**config.mk**
```make
export PLATFORM = sky130hd
export DESIGN_NAME = hazard_ctrl
export DESIGN_NICKNAME = d
export VERILOG_FILES = /design/src/rtl/hazard_ctrl.sv
export SDC_FILE = /design/constraint.sdc
export NUM_CORES = 1
export LEC_CHECK = 0
export ABC_AREA = 1
export CAP_MARGIN = 25
export CORE_AREA = 2 2 39 41
export CTS_CLUSTER_SIZE = 24
export DETAILED_ROUTE_END_ITERATION = 6
export DIE_AREA = 0 0 41 43
export DONT_BUFFER_PORTS = 1
export PLACE_DENSITY = 0.66
export SYNTH_ARGS = -nofsm -noshare
export SYNTH_HDL_FRONTEND = slang
export SYNTH_SLANG_ARGS = --single-unit
```
**constraint.sdc**
```tcl
create_clock -name clk -period 1.61 [get_ports clk]
set_clock_uncertainty 0.15 [all_clocks]
set_input_delay 0.322 -clock clk [delete_from_list [all_inputs] [get_ports clk]]
set_output_delay 0.322 -clock clk [all_outputs]
set_load 0.03 [all_outputs]
```
**src/rtl/hazard_ctrl.sv**
```systemverilog
// hazard_ctrl: pipeline hazard/stall controller with multi-cycle data-memory freeze
// Ports:
//   clk, rst                      clock, synchronous active-high reset
//   id_rs, id_rt                  IF/ID source registers
//   id_branch, id_jump, br_taken  ID-stage control-flow information
//   ex_memr, ex_regwr, ex_rd      ID/EX load / register-write / destination
//   mem_memr, mem_acc, mem_rd     EX/MEM load / memory access / destination
//   pc_wr, ifid_wr, idex_wr, exmem_wr       pipeline register write-enables
//   ifid_flush, idex_flush, memwb_flush     bubble insertion
//   frozen                        memory freeze active this cycle
//   stall_cycles, flush_count     saturating statistics (only with HAZARD_STATS_EN)
// Optional feature macro: HAZARD_STATS_EN
module hazard_ctrl #(
    parameter int RW      = 5,
    parameter int MEM_LAT = 1,
    parameter int CNT_W   = 16
) (
    input  logic          clk,
    input  logic          rst,
    input  logic [RW-1:0] id_rs,
    input  logic [RW-1:0] id_rt,
    input  logic          id_branch,
    input  logic          id_jump,
    input  logic          br_taken,
    input  logic          ex_memr,
    input  logic          ex_regwr,
    input  logic [RW-1:0] ex_rd,
    input  logic          mem_memr,
    input  logic          mem_acc,
    input  logic [RW-1:0] mem_rd,
    output logic          pc_wr,
    output logic          ifid_wr,
    output logic          idex_wr,
    output logic          exmem_wr,
    output logic          ifid_flush,
    output logic          idex_flush,
    output logic          memwb_flush,
    output logic          frozen
`ifdef HAZARD_STATS_EN
    ,
    output logic [CNT_W-1:0] stall_cycles,
    output logic [CNT_W-1:0] flush_count
`endif
);
    localparam logic [1:0] RUN  = 2'd0;
    localparam logic [1:0] WAIT = 2'd1;
    localparam logic [1:0] DONE = 2'd2;
    localparam logic [1:0] LOAD = 2'(MEM_LAT > 1 ? MEM_LAT - 2 : 0);

    if (MEM_LAT < 1 || MEM_LAT > 4 || CNT_W < 1) begin : g_bad_param
        $error("hazard_ctrl: illegal parameter value");
    end

    logic [1:0] r_state, r_cnt;
    logic       w_start, w_frz, w_ex_m, w_mem_m, w_stall, w_redir, w_flush;
    logic [1:0] w_state_nxt, w_cnt_nxt;

    // A new access is only recognised in RUN, so the access that follows
    // DONE starts a fresh freeze on its own cycle.
    assign w_start = (r_state == RUN) && mem_acc && (MEM_LAT > 1);
    assign w_frz   = w_start || (r_state == WAIT);

    always_comb begin
        w_state_nxt = (r_state == RUN)  ? (w_start ? ((MEM_LAT == 2) ? DONE : WAIT) : RUN) :
                      (r_state == WAIT) ? ((r_cnt == 2'd1) ? DONE : WAIT) : RUN;
        w_cnt_nxt   = w_start ? LOAD : (r_state == WAIT) ? r_cnt - 2'd1 : r_cnt;
    end

    always_ff @(posedge clk) begin
        if (rst) begin
            r_state <= RUN;
            r_cnt   <= 2'd0;
        end else begin
            r_state <= w_state_nxt;
            r_cnt   <= w_cnt_nxt;
        end
    end

    // Register 0 is hardwired, so it never creates a dependency.
    assign w_ex_m  = (ex_rd != '0) && (ex_rd == id_rs || ex_rd == id_rt);
    assign w_mem_m = (mem_rd != '0) && (mem_rd == id_rs || mem_rd == id_rt);
    assign w_stall = (ex_memr && w_ex_m) || (id_branch && ex_regwr && w_ex_m) ||
                     (id_branch && mem_memr && w_mem_m);
    assign w_redir = id_jump || (id_branch && br_taken);
    assign w_flush = !w_frz && !w_stall && w_redir;

    // Reset forces a bubble everywhere; freeze outranks every ID hazard.
    assign pc_wr       = !rst && !w_frz && !w_stall;
    assign ifid_wr     = !rst && !w_frz && !w_stall;
    assign idex_wr     = !rst && !w_frz;
    assign exmem_wr    = !rst && !w_frz;
    assign ifid_flush  = rst || w_flush;
    assign idex_flush  = rst || (!w_frz && w_stall);
    assign memwb_flush = rst || w_frz;
    assign frozen      = !rst && w_frz;

`ifdef HAZARD_STATS_EN
    logic [CNT_W-1:0] r_stall, r_flush;

    always_ff @(posedge clk) begin
        if (rst) begin
            r_stall <= '0;
            r_flush <= '0;
        end else begin
            if ((w_frz || w_stall) && !(&r_stall)) r_stall <= r_stall + CNT_W'(1);
            if (w_flush && !(&r_flush)) r_flush <= r_flush + CNT_W'(1);
        end
    end

    assign stall_cycles = r_stall;
    assign flush_count  = r_flush;
`endif
endmodule

```
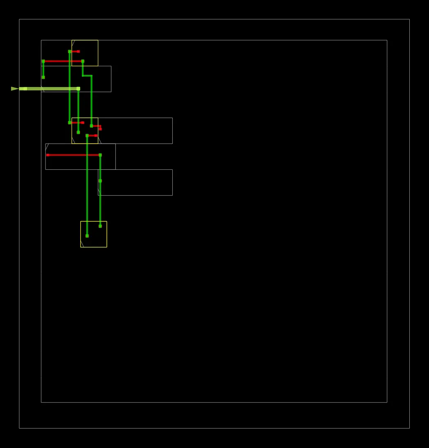
(the clock network)
Late-Pin Clk Latency: 0.23 ns
CTS Buf Count: 3
clk_buf instances: 3
clock group total power: 120 uW
clock tree sinks: 4

==> changes_impl.md <==
### Changed

- Status: finished, violations left
- Violated checks: setup timing
- Largest regs: r_cnt x2, r_state x2
- Grt peak-use layer: met2
- CP max FO: 3
- Final setup violation count: 3
- Crit. path cell count: 5
- Critical path capture point: ifid_flush
- DRC violations left: 0
- Yosys Instances: 128
- Clk slew on worst S/H paths: 0.04 ns
- Type of the worst min-delay path: primary input to flop
- Max-cap violations: 0
- CTS root buf: clkbuf_4
- GR Overflow Total: 0
- Post-synthesis compound-gate area fraction: 0.0326
- Post-Synth Adder-Cell Area: 0.0204
- Flop area: 82.6 sq um
- Hold buffer count at CTS: 0
- Port-buffer cells: 0
- Initial DRC Count: 5
- Total power: 363 uW
- Area grow syn2layout: 25.7%
- Final min period: 1.64 ns
- CTS tree: done
- R2R cell count: 7
- Setup crit end kind: output pin
- Non-Clock Inverter Count: 31
- Core box area: 1380 sq um
- Pre-CTS WS: -0.0613 ns
- Chip area: 1760 sq um
- Kind of cell adding the most delay to the critical path: simple AND/OR/NAND/NOR gates
- Top-area cell share: 0.305
- N_taps: 16
- Placed insts: 147
- Pwr per Cell Area: 470 nW/um^2
- Yosys warnings: 0
- Synth top cell by count: nand2_1
- Met3 wire len: 130 microns
- Slew Limit Fails: 0
- Worst Max-Slew Pin Slew: 0.187 ns
- Die outline height: 43 microns
- I/O pins: 37
- Reg2Reg Capture Point: r_cnt[0]$_SDFFE_PP0N_
- Synth area leaders: nand2_1, inv_1, dfxtp_1
- Hold Crit Depth: 3
- Crit path buffers/inverters: 1
- Routed met1 length: 568 microns
- Worst min-delay path endpoint: r_state[0]$_SDFF_PP0_
- Core Util at FP: 0.444
- Leakage power: 0.000460 uW
- Layout cells sized above 1: 0.259
- Wire per inst: 9.49 microns
- Cell Area, Synth: 614 sq um
- CTS Buffer Depth: 2
- Start point of the critical path: r_state[0]$_SDFF_PP0_
- Seq cells post-synth: 4
- PostCTS Resize Cnt: 13
- Post-synth ARST share: 0
- DR top layer: met4
- Final worst slack: -0.0329 ns
- Seq share, synth: 0.130
- Post-route antenna net violation count: 0
- Dominant flop cell: dfxtp_1
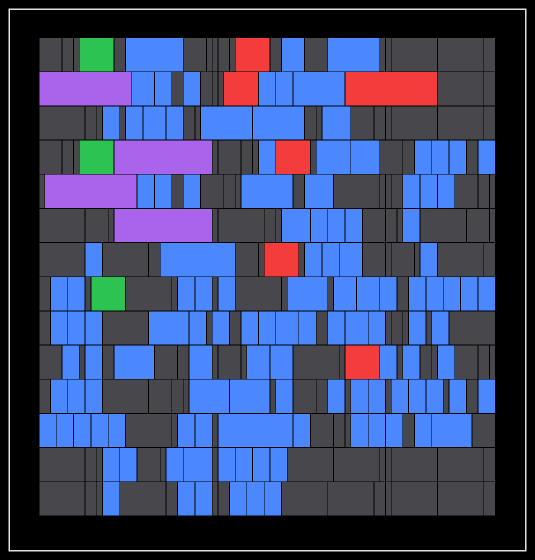
(placement by cell class)
Fill, decap, tap and diode cells in grey.
class	colour	cells	share of their area
clock drivers	green	3	3.0%
remaining buffers and delay cells	red	6	7.7%
combinational and other logic	blue	122	78%
sequential cells	purple	4	11%

==> worst min-delay path, cell delays in order <==
cell and delay (ns):
nor2_4 0.02, inv_1 0.08, nor2_1 0.04
==> placed cells by master (no fill, tap or decap) <==
cell type	n
nand2_4	1
dfxtp_1	2
nor2_2	1
nand3b_1	1
or2_4	1
buf_4	5
nor2_4	4
nand2_2	4
nor2_1	13
xor2_1	1
inv_1	20
xnor2_1	4
clkbuf_4	3
o21ai_0	1
buf_12	1
o21ai_1	2
nor3_4	2
nand3_1	7
ha_1	1
inv_2	11
a21oi_1	1
nand2_1	47
dfxtp_2	2
==> report_power, final <==
group	leakage [uW]	total [uW]	internal (uW)	switching [uW]
clock network	0.0000138	120	83.1	36.5
logic	0.000413	144	61.3	82.8
registers	0.0000332	99.6	99.6	0.000000000000781
total	0.000460	363	244	119
Power and IR drop assume default switching activity.
